$ cat src/rtl/chess_pkg.sv
// Shared chess definitions: piece type codes and the board scanner FSM encoding.
// Also used by the move-set stage.
package chess_pkg;

  localparam logic [2:0] EMPTY   = 3'd0;
  localparam logic [2:0] PAWN    = 3'd1;
  localparam logic [2:0] ROOK    = 3'd2;
  localparam logic [2:0] KNIGHT  = 3'd3;
  localparam logic [2:0] BISHOP  = 3'd4;
  localparam logic [2:0] QUEEN   = 3'd5;
  localparam logic [2:0] KING    = 3'd6;
  localparam logic [2:0] INVALID = 3'd7;

  localparam logic [5:0] LAST_SQ = 6'd63;

  typedef enum logic [2:0] {
    IDLE  = 3'd0,
    FETCH = 3'd1,
    EVAL  = 3'd2,
    EMIT  = 3'd3,
    DONE  = 3'd4
  } scan_state_e;

  // Piece code is {owner, type}; empty and invalid codes never count as a piece.
  function automatic logic is_own_piece(input logic [3:0] code, input logic owner);
    logic real_piece;
    case (code[2:0])
      PAWN, ROOK, KNIGHT, BISHOP, QUEEN, KING: real_piece = 1'b1;
      EMPTY, INVALID:                          real_piece = 1'b0;
      default:                                 real_piece = 1'b0;
    endcase
    return real_piece && (code[3] == owner);
  endfunction

endpackage

$ cat src/rtl/board_scanner.sv
// Walks the 64-square board memory and hands each piece owned by the scanning
// side to the move-set stage. Optional BOARD_SCANNER_KING_CHECK_EN adds king_missing.
module board_scanner
  import chess_pkg::*;
(
  input  logic       clock,
  input  logic       reset,
  input  logic       start,
  input  logic       player,
  output logic [5:0] brd_addr,
  input  logic [3:0] brd_data,
  output logic [3:0] piece,
  output logic [5:0] square,
  output logic       side,
  output logic       valid,
  input  logic       ready,
  output logic       busy,
  output logic       done,
  output logic [6:0] count
`ifdef BOARD_SCANNER_KING_CHECK_EN
  ,
  output logic       king_missing
`endif
);

  scan_state_e state_q, state_d;
  logic [5:0]  sq_q, sq_d;
  logic [3:0]  piece_q, piece_d;
  logic [5:0]  square_q, square_d;
  logic        side_q, side_d;
  logic        valid_q, valid_d;
  logic [6:0]  count_q, count_d;

  always_ff @(posedge clock or posedge reset) begin
    if (reset) begin
      state_q  <= IDLE;
      sq_q     <= '0;
      piece_q  <= '0;
      square_q <= '0;
      side_q   <= 1'b0;
      valid_q  <= 1'b0;
      count_q  <= '0;
    end else begin
      state_q  <= state_d;
      sq_q     <= sq_d;
      piece_q  <= piece_d;
      square_q <= square_d;
      side_q   <= side_d;
      valid_q  <= valid_d;
      count_q  <= count_d;
    end
  end

  always_comb begin
    state_d  = state_q;
    sq_d     = sq_q;
    piece_d  = piece_q;
    square_d = square_q;
    side_d   = side_q;
    valid_d  = valid_q;
    count_d  = count_q;
    case (state_q)
      IDLE: begin
        if (start) begin
          side_d  = player;
          sq_d    = '0;
          count_d = '0;
          state_d = FETCH;
        end
      end
      FETCH: state_d = EVAL;
      EVAL: begin
        if (is_own_piece(brd_data, side_q)) begin
          piece_d  = brd_data;
          square_d = sq_q;
          valid_d  = 1'b1;
          state_d  = EMIT;
        end else if (sq_q == LAST_SQ) begin
          state_d = DONE;
        end else begin
          sq_d    = sq_q + 6'd1;
          state_d = FETCH;
        end
      end
      EMIT: begin
        if (valid_q && ready) begin
          valid_d = 1'b0;
          count_d = count_q + 7'd1;
          if (sq_q == LAST_SQ) begin
            state_d = DONE;
          end else begin
            sq_d    = sq_q + 6'd1;
            state_d = FETCH;
          end
        end
      end
      DONE:    state_d = IDLE;
      default: state_d = IDLE;
    endcase
  end

`ifdef BOARD_SCANNER_KING_CHECK_EN
  logic king_seen_q, king_seen_d;
  logic king_missing_q, king_missing_d;

  always_ff @(posedge clock or posedge reset) begin
    if (reset) begin
      king_seen_q    <= 1'b0;
      king_missing_q <= 1'b0;
    end else begin
      king_seen_q    <= king_seen_d;
      king_missing_q <= king_missing_d;
    end
  end

  // Only handed-off kings count; owner already matches side by construction.
  always_comb begin
    king_seen_d    = king_seen_q;
    king_missing_d = king_missing_q;
    if (state_q == IDLE && start) begin
      king_seen_d    = 1'b0;
      king_missing_d = 1'b0;
    end else if (state_q == EMIT && valid_q && ready && piece_q[2:0] == KING) begin
      king_seen_d = 1'b1;
    end else if (state_q == DONE && !king_seen_q) begin
      king_missing_d = 1'b1;
    end
  end

  assign king_missing = king_missing_q;
`endif

  assign brd_addr = sq_q;
  assign piece    = piece_q;
  assign square   = square_q;
  assign side     = side_q;
  assign valid    = valid_q;
  assign count    = count_q;
  assign busy     = (state_q != IDLE);
  assign done     = (state_q == DONE);

endmodule

$ cat config.mk
export PLATFORM = sky130hd
export DESIGN_NAME = board_scanner
export DESIGN_NICKNAME = d
export VERILOG_FILES = /design/src/rtl/chess_pkg.sv /design/src/rtl/board_scanner.sv
export SDC_FILE = /design/constraint.sdc
export NUM_CORES = 1
export LEC_CHECK = 0
export ABC_AREA = 1
export CAP_MARGIN = 20
export CORE_MARGIN = 2
export CORE_UTILIZATION = 44
export DETAILED_ROUTE_END_ITERATION = 7
export HOLD_SLACK_MARGIN = 0.15
export PLACE_DENSITY = 0.84
export SLEW_MARGIN = 20
export SYNTH_ARGS = -nofsm -noshare
export SYNTH_HDL_FRONTEND = slang
export SYNTH_SLANG_ARGS = --single-unit
$ cat constraint.sdc
create_clock -name clock -period 1.4 [get_ports clock]
set_input_delay 0.14 -clock clock [delete_from_list [all_inputs] [get_ports clock]]
set_output_delay 0.14 -clock clock [all_outputs]
set_load 0.01 [all_outputs]
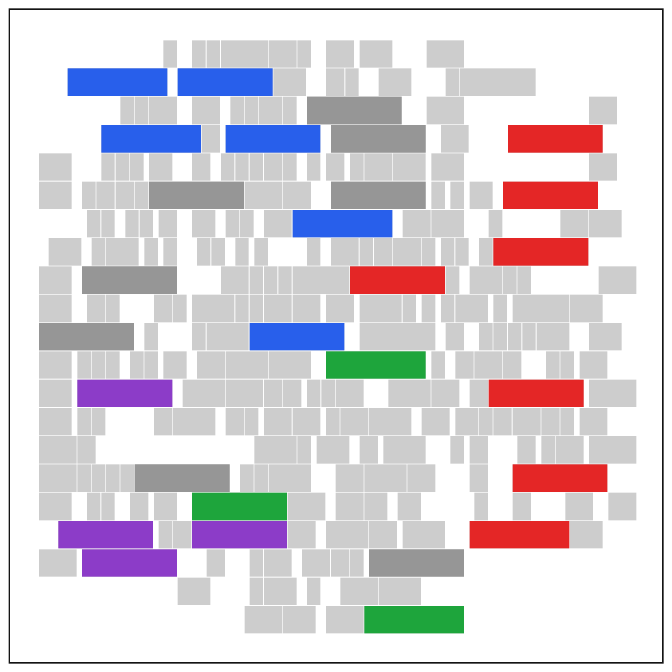
(register map, names as in the netlist)
Other sequential cells in the stronger grey, the rest of the logic in the fainter grey.
count -> red  # placed flops 7
state_q -> green  # placed flops 3
brd_addr -> blue  # placed flops 6
piece -> purple  # placed flops 4, where south-west
flop share of the area: 0.311
Util after Layout: 0.688
P_seq: 0.809 mW

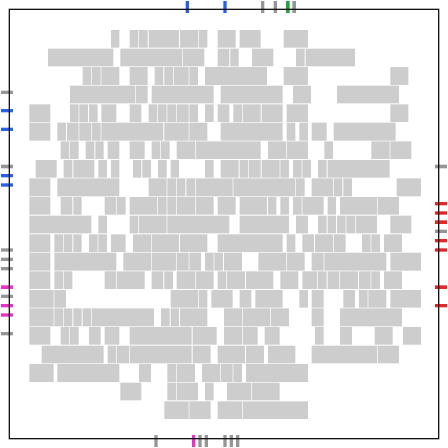
(pin map)
Pins as bars across the die edge, other pins in grey.
count -> red  # pins 7, direction output, edge east
brd_addr -> blue  # pins 6, direction output, edge 4 west, 2 north
reset -> green  # pins 1, direction input, edge north
brd_data -> magenta  # pins 4, direction input, edge 3 west, 1 south

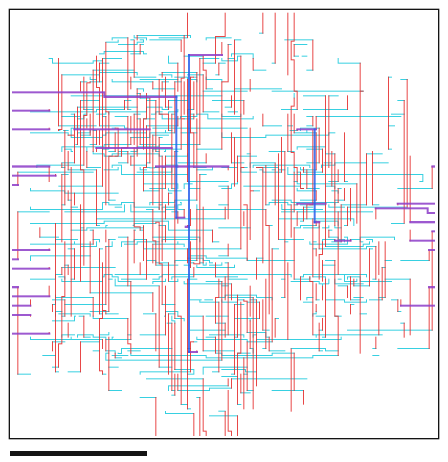
(routed metal, one colour a layer)
Scale bar: 20 um.
metal 1 -> cyan  # wire length 1,690 um
metal 2 -> red  # wire length 1,880 um
metal 3 -> purple  # wire length 153 um
metal 4 -> blue  # wire length 74.8 um
WL final: 3810 um
total number of vias: 1,493
GRT Util Overall: 0.203
routed length per placed instance: 12.2 um

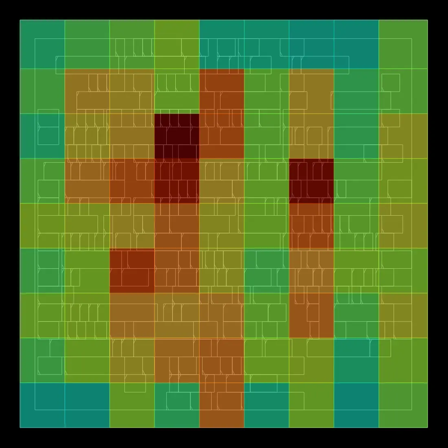
(track usage over the die)
global-route met3 utilization: 0.0252
layer with the highest usage after global routing: met2
met1 GRT Util: 0.240
met2 track utilization from global routing: 0.362

==> results_dict.tcl <==
# metrics dict for downstream scripts
set metrics [dict create \
    htree_num_levels 1 \
    tightest_slew_ps 297 \
    regToRegEndpoint "state_q[0]" \
    sw_frac_of_total 0.221 \
    highest-signal-layer "met4" \
    synth.cell_area_mm2 0.00152 \
    sequentialPowerShare 0.662 \
    grt_first_pass_wirelength_um 6400 \
    port-buffer-count 35 \
    cts-root-buf "sky130_fd_sc_hd__clkbuf_4" \
    most_common_cell "sky130_fd_sc_hd__nand2_1" \
    critical_path_peak_fanout 6 \
    met3WireLength_um 152 \
    timing.critical_path.depth 8 \
    irDropWorstVdd_v 0.000530 \
    drc 0 \
    critical_path.cell_chain "buf_6 > nand2_4 > nor2_4 > nand4_1 > buf_4 > nand3_1 > nand2_1 > nand2_1" \
    syn_to_final_growth_pct 50.2 \
    worst_ep_required_time_ps 1690 \
    final_design_area_no_fill_mm2 0.00228 \
    setup_slack_ps -17.1 \
    reg2reg_slack_ps -20 \
    syn-mean-instance-area_um2 7.94 \
    maximum_number_of_pins_on_one_net_before_global_route_repair 29 \
    cts_repair_resize_count 34 \
    placed_cells_incl_taps 285 \
    grt_antenna_before_repair 0 \
    detailroute.wirelength.met2_um 1880 \
    synth.cellmix.xorXnorShare 0.0116 \
    cts.clk_slew.worst_paths_ps 140 \
    slew_headroom 0.799 \
    number_of_drc_violations_after_detailed_routing_iteration_0 91 \
    status "complete, but fails checks" \
    min_period_ps 1420 \
    place_worst_setup_slack_ps -85.6 \
    violations "negative setup slack" \
    final_antenna_net_count 0 \
    setup_viol 4 \
    worstSetupEndpoint "state_q[0]" \
    drive_above_1_share 0.289 \
    fp_nets 202 \
]
No activity file was given, so power comes from the tool's default toggle rates.
